$ cat config.mk
export PLATFORM = sky130hd
export DESIGN_NAME = subleq_exec
export DESIGN_NICKNAME = d
export VERILOG_FILES = /design/src/rtl/subleq_pkg.sv /design/src/rtl/subleq_next_pc.sv /design/src/rtl/subleq_exec.sv
export SDC_FILE = /design/constraint.sdc
export NUM_CORES = 1
export LEC_CHECK = 0
export CAP_MARGIN = 20
export CORE_MARGIN = 4
export CORE_UTILIZATION = 54
export DETAILED_ROUTE_END_ITERATION = 12
export HOLD_SLACK_MARGIN = 0.02
export PLACE_DENSITY_LB_ADDON = 0.08
export SLEW_MARGIN = 10
export SYNTH_ARGS = -nofsm -noshare
export SYNTH_HDL_FRONTEND = slang
export SYNTH_SLANG_ARGS = --single-unit
$ cat constraint.sdc
create_clock -name CLK -period 5.5 [get_ports CLK]
set_input_delay 0.825 -clock CLK [delete_from_list [all_inputs] [get_ports CLK]]
set_output_delay 0.825 -clock CLK [all_outputs]
set_load 0.05 [all_outputs]
$ cat src/rtl/subleq_pkg.sv
// Shared constants for the SUBLEQ execute sequencer: default widths, FSM encoding, field offsets.
// The HALTED state exists only when SUBLEQ_HALT_EN is defined.
package subleq_pkg;

  localparam int unsigned SUBLEQ_AW = 8;
  localparam int unsigned SUBLEQ_DW = 8;

  typedef enum logic [2:0] {
    ST_IDLE   = 3'd0,
    ST_RD_A   = 3'd1,
    ST_RD_B   = 3'd2,
    ST_WR_B   = 3'd3,
    ST_NEXT   = 3'd4
`ifdef SUBLEQ_HALT_EN
    , ST_HALTED = 3'd5
`endif
  } state_e;

  // Instruction layout is {A, B, C} with C in the low field.
  function automatic int unsigned a_lsb(input int unsigned aw);
    return 2 * aw;
  endfunction

  function automatic int unsigned b_lsb(input int unsigned aw);
    return aw;
  endfunction

  function automatic int unsigned c_lsb(input int unsigned aw);
    return 0 * aw;
  endfunction

endpackage

$ cat src/rtl/subleq_next_pc.sv
// Next-PC select for SUBLEQ: branch to c when the result is zero or negative, else pc+1.
// With SUBLEQ_HALT_EN, also flags a taken branch to the all-ones address.
module subleq_next_pc #(
  parameter int unsigned AW = 8,
  parameter int unsigned DW = 8
) (
  input  logic [DW-1:0] res,
  input  logic [AW-1:0] pc,
  input  logic [AW-1:0] c,
  output logic [AW-1:0] pc_next,
  output logic          taken,
  output logic          halt
);

  assign taken   = (res == {DW{1'b0}}) || res[DW-1];
  assign pc_next = taken ? c : (pc + {{(AW-1){1'b0}}, 1'b1});

`ifdef SUBLEQ_HALT_EN
  assign halt = taken && (c == {AW{1'b1}});
`else
  assign halt = 1'b0;
`endif

endmodule

$ cat src/rtl/subleq_exec.sv
// SUBLEQ execute sequencer: read mem[A], read mem[B], write mem[B]-mem[A] to B, strobe next PC.
// Optional SUBLEQ_HALT_EN: a taken branch to the all-ones address parks the block in HALTED.
module subleq_exec
  import subleq_pkg::*;
#(
  parameter int unsigned AW = SUBLEQ_AW,
  parameter int unsigned DW = SUBLEQ_DW
) (
  input  logic            CLK,
  input  logic            RST,
  input  logic [3*AW-1:0] INSTR,
  input  logic [AW-1:0]   PC_IN,
  input  logic            START,
  output logic            BUSY,
  output logic [AW-1:0]   MEM_ADDR,
  output logic            MEM_RD,
  output logic            MEM_WR,
  output logic [DW-1:0]   MEM_WDATA,
  input  logic [DW-1:0]   MEM_RDATA,
  input  logic            MEM_ACK,
  output logic [AW-1:0]   PC_NEXT,
  output logic            PC_LOAD,
  output logic            HALT
);

  localparam int unsigned A_LSB = a_lsb(AW);
  localparam int unsigned B_LSB = b_lsb(AW);
  localparam int unsigned C_LSB = c_lsb(AW);

  state_e        state_r;
  logic [AW-1:0] a_r, b_r, c_r, pc_r;
  logic [DW-1:0] opa_r, opb_r, res_r;
  logic [DW-1:0] res_s;
  logic [AW-1:0] next_pc_s;
  logic          taken_s;
  logic          halt_s;
  logic          unused_s;

  assign res_s = opb_r - opa_r;

  subleq_next_pc #(.AW(AW), .DW(DW)) u_next_pc (
    .res     (res_r),
    .pc      (pc_r),
    .c       (c_r),
    .pc_next (next_pc_s),
    .taken   (taken_s),
    .halt    (halt_s)
  );

`ifdef SUBLEQ_HALT_EN
  assign unused_s = taken_s;
  assign HALT     = (state_r == ST_HALTED);
`else
  assign unused_s = taken_s ^ halt_s;
  assign HALT     = 1'b0;
`endif

  // Sequencer state and operand capture; memory ACK only matters while a request is up.
  always_ff @(posedge CLK or negedge RST) begin
    if (!RST) begin
      state_r <= ST_IDLE;
      a_r     <= {AW{1'b0}};
      b_r     <= {AW{1'b0}};
      c_r     <= {AW{1'b0}};
      pc_r    <= {AW{1'b0}};
      opa_r   <= {DW{1'b0}};
      opb_r   <= {DW{1'b0}};
      res_r   <= {DW{1'b0}};
    end else begin
      case (state_r)
        ST_IDLE: begin
          if (START) begin
            a_r     <= INSTR[A_LSB +: AW];
            b_r     <= INSTR[B_LSB +: AW];
            c_r     <= INSTR[C_LSB +: AW];
            pc_r    <= PC_IN;
            state_r <= ST_RD_A;
          end else begin
            state_r <= ST_IDLE;
          end
        end
        ST_RD_A: begin
          if (MEM_ACK) begin
            opa_r   <= MEM_RDATA;
            state_r <= ST_RD_B;
          end else begin
            state_r <= ST_RD_A;
          end
        end
        ST_RD_B: begin
          if (MEM_ACK) begin
            opb_r   <= MEM_RDATA;
            state_r <= ST_WR_B;
          end else begin
            state_r <= ST_RD_B;
          end
        end
        ST_WR_B: begin
          if (MEM_ACK) begin
            res_r   <= res_s;
            state_r <= ST_NEXT;
          end else begin
            state_r <= ST_WR_B;
          end
        end
        ST_NEXT: begin
`ifdef SUBLEQ_HALT_EN
          if (halt_s) begin
            state_r <= ST_HALTED;
          end else begin
            state_r <= ST_IDLE;
          end
`else
          state_r <= ST_IDLE;
`endif
        end
`ifdef SUBLEQ_HALT_EN
        ST_HALTED: begin
          state_r <= ST_HALTED;
        end
`endif
        default: begin
          state_r <= ST_IDLE;
        end
      endcase
    end
  end

  // Moore decode: outputs depend only on flops, so reset clears them without waiting for a clock.
  always_comb begin
    BUSY      = 1'b0;
    MEM_ADDR  = {AW{1'b0}};
    MEM_RD    = 1'b0;
    MEM_WR    = 1'b0;
    MEM_WDATA = {DW{1'b0}};
    PC_NEXT   = {AW{1'b0}};
    PC_LOAD   = 1'b0;
    case (state_r)
      ST_RD_A: begin
        BUSY     = 1'b1;
        MEM_RD   = 1'b1;
        MEM_ADDR = a_r;
      end
      ST_RD_B: begin
        BUSY     = 1'b1;
        MEM_RD   = 1'b1;
        MEM_ADDR = b_r;
      end
      ST_WR_B: begin
        BUSY      = 1'b1;
        MEM_WR    = 1'b1;
        MEM_ADDR  = b_r;
        MEM_WDATA = res_s;
      end
      ST_NEXT: begin
        BUSY    = 1'b1;
        PC_LOAD = 1'b1;
        PC_NEXT = next_pc_s;
      end
      default: begin
        BUSY = 1'b0;
      end
    endcase
  end

endmodule

m1.png
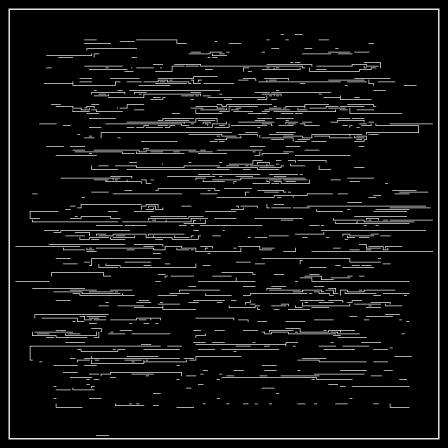
longest straight run	25.3 microns
share of all routed wire	48%
wire length on this layer	2880 microns

m2.png
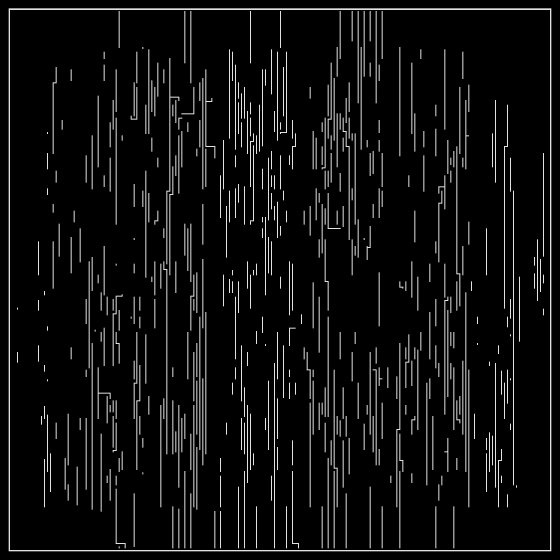
wire length on this layer	2740 microns
nets with wire on the layer	343

m3.png
Scale bar: 20 microns.
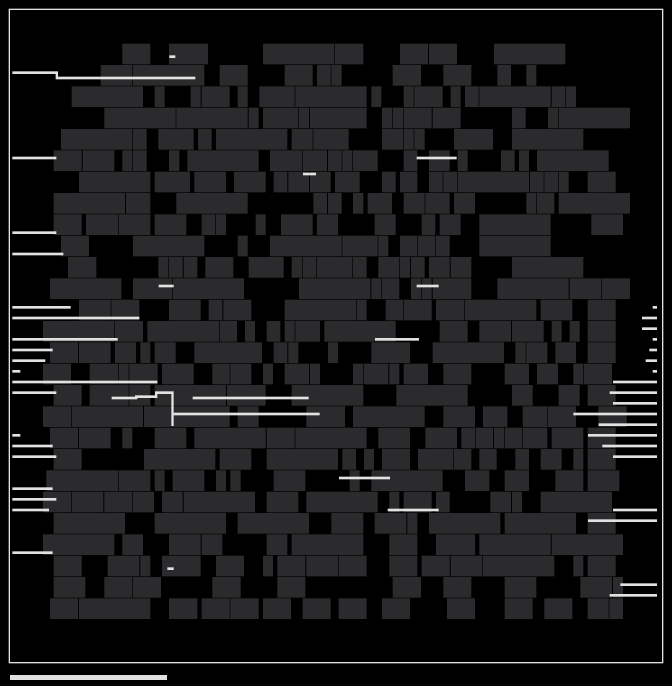
nets with wire on the layer	40
wire length on this layer	298 microns
main direction	horizontal
share of all routed wire	4.9%

congestion_map.png
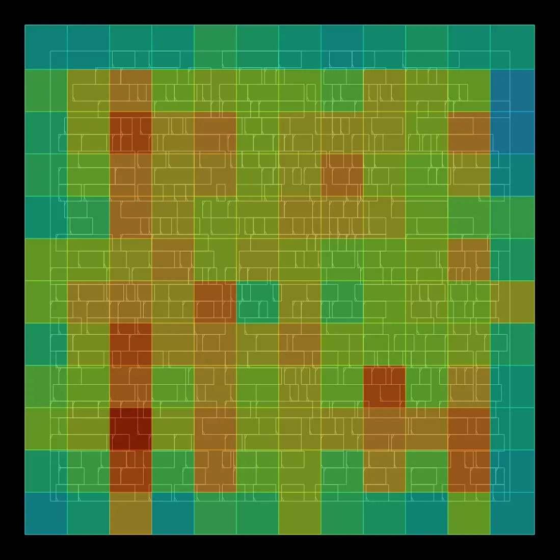
final core utilization: 71.8%
grt peak-use layer: met2
Global Route Usage Sum: 19.0%
met1 Resource Use GR: 24.8%

class_map.png
Scale bar: 20 microns.
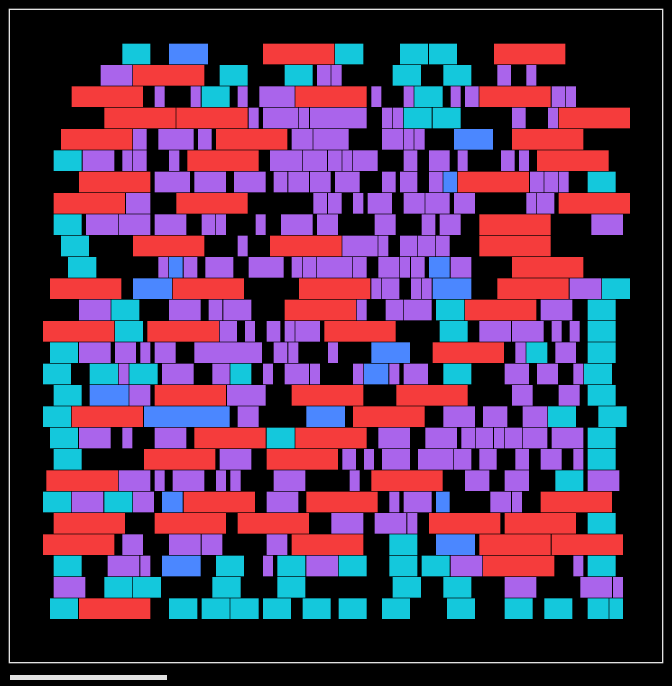
class	color	cells	share of their area
remaining buffers and delay cells	cyan	74	19%
clock drivers and dummy loads	blue	16	5.0%
remaining logic cells	purple	205	38%
sequential cells	red	59	38%

==> flow_summary.ini <==
; implementation run metrics
[clocking]
worst_skew_pair.late_latency_ps = 340
setup_bufs_post_cts = 0
postCtsResizedCells = 0
worst_setup_hold_path_clk_slew_ps = 70

[worst_setup_path]
cp.required_ps = 4680
timing.critical_path.buf_inv = 3
worst_path_dominant_cell_family = buffers and inverters
cp-start-kind = flop
timing.critical_path.arrival_ps = 3010

[pwr]
power_density_nw_per_um2 = 681
lkg_pwr_nw = 1.70
vdd.ir_drop.worst_v = 0.000513

[die]
fp.dieW_microns = 83.1
core_area_sq_um = 5510
chip_area_sq_um = 6910

[sta]
setup_total_negative_slack_ps = 0
part_of_the_cycle_the_worst_path_needs_pct = 69.8
crit_path_time_final_ps = 3840
setup_repair_after_global_routing_missed_its_margin = no
fmaxAchievable_mhz = 261

[final_layout]
logic_area_sq_um = 1420
number_of_fill_cells_in_the_layout = 442
share_of_cells_above_drive_strength_1_pct = 17.8
finish.net_count = 403
finished_layout_cells = 426

[global_route]
leftover_overflow_at_the_end_of_global_routing = 0
grt_start_max_net_pins = 60
global_route_wire_length_before_repair_microns = 10300

[status]
status = completed

[synth]
synth.area.top_cells = sky130_fd_sc_hd__dfrtp_1 48%, sky130_fd_sc_hd__mux2_2 14%, sky130_fd_sc_hd__ha_1 3.7%
synth_chip_area_sq_um = 3050
seq_area_frac_synth_pct = 48.4
yosys-stat-cells = 279
postSynthAreaPerCell_sq_um = 10.9
ys_warn_count = 0

[drt]
drtIter0Drc = 68
antenna_violating_nets_post_route = 0
routedWlPerCell_microns = 14.2

[worst_hold_path]
min_delay_worst_type = flop to flop

[placed_design]
dpl.hpwl_microns = 4410
## kinds of logic (layout without fill, tap and decap cells)
family | count (synthesis) | after routing | synth area share, %
AND-OR/OR-AND | 48 | 48 | 9.89
buffers and inverters | 29 | 104 | 5.13
XOR/XNOR | 12 | 12 | 3.45
adder cells (fa/ha/maj) | 10 | 10 | 4.35
other | 1 | 1 | 0.123
multiplexers | 43 | 43 | 15.8
flip-flops | 59 | 59 | 48.4
AND/OR/NAND/NOR | 77 | 77 | 12.8
## registers in the layout, summed over array words and instances, names as in the netlist
signal	flops
a_r	8
b_r	8
c_r	8
opa_r	8
opb_r	8
pc_r	8
res_r	8
state_r	3
## cell usage in the layout, fill, tap and decap left out, drive strengths merged, types with 2 or more instances in the layout
cell            n
a211oi          8
a21o            2
a21oi           9
a22oi           8
and3            3
buf             4
clkbuf          9
clkdlybuf4s50  70
clkinv          4
clkinvlp        2
dfrtp          59
ha              9
inv            14
mux2           40
mux2i           3
nand2          24
nand2b          3
nand3           3
nor2           25
nor3            6
nor3b           2
o21ai          15
o31ai           2
or3             2
xnor2           5
xor2            7
## worst reg2reg max path, cell delays in order, from the launching register on
cell and delay [ps]:
sky130_fd_sc_hd__dfrtp_1 770, sky130_fd_sc_hd__nand4b_1 710, sky130_fd_sc_hd__or3_1 580, sky130_fd_sc_hd__nand3_1 90
## routing by layer
layer  track usage, %  wire, microns
met5                0              0
met2             28.9           2740
met3             4.96            297
met4             10.3            129
met1             24.8           2880
## metrics by stage
step                total power [W]  utilization, %  setup WS, ps  area, sq um
floorplan                   0.00194               -          2300         3050
global placement            0.00230            68.2          2060         3750
detailed placement          0.00232            68.2          2040         3750
CTS                         0.00271            71.7          1640         3950
global route                0.00290            71.8          1490         3960
finish                      0.00269            71.8          1660         3960
## path summary, 6_finish.rpt
path	from	to	slack [ps]	cells past startpoint
hold / removal	res_r[0]	res_r[0]	480	2
setup reg to reg	state_r[1]	res_r[6]	3280	3
min in group asynchronous	RST	pc_r[6]	620	2
hold reg to reg	res_r[0]	res_r[0]	480	2
max in group asynchronous	RST	pc_r[7]	4400	2
setup / recovery	opb_r[0]	MEM_WDATA[6]	1660	9
## layout make-up
class                           instances  share of cell area (%)
Sequential cell                        59                    37.3
Multi-Input combinational cell        191                    35.8
Timing Repair Buffer                   74                    18.4
Inverter                               14                    1.33
Clock buffer                            9                    3.13
Clock inverter                          7                    1.74
Tap cell                               72                    2.28
## power by group
| part | total (W) | switching (W) | leakage, nW | internal [W] |
|---|---|---|---|---|
| registers | 0.000814 | 0.000162 | 0.710 | 0.000652 |
| clock network | 0.000381 | 0.000175 | 0.0950 | 0.000207 |
| logic | 0.00150 | 0.000872 | 0.895 | 0.000628 |
| total | 0.00269 | 0.00121 | 1.70 | 0.00149 |
No activity file was given, so power comes from the tool's default toggle rates.
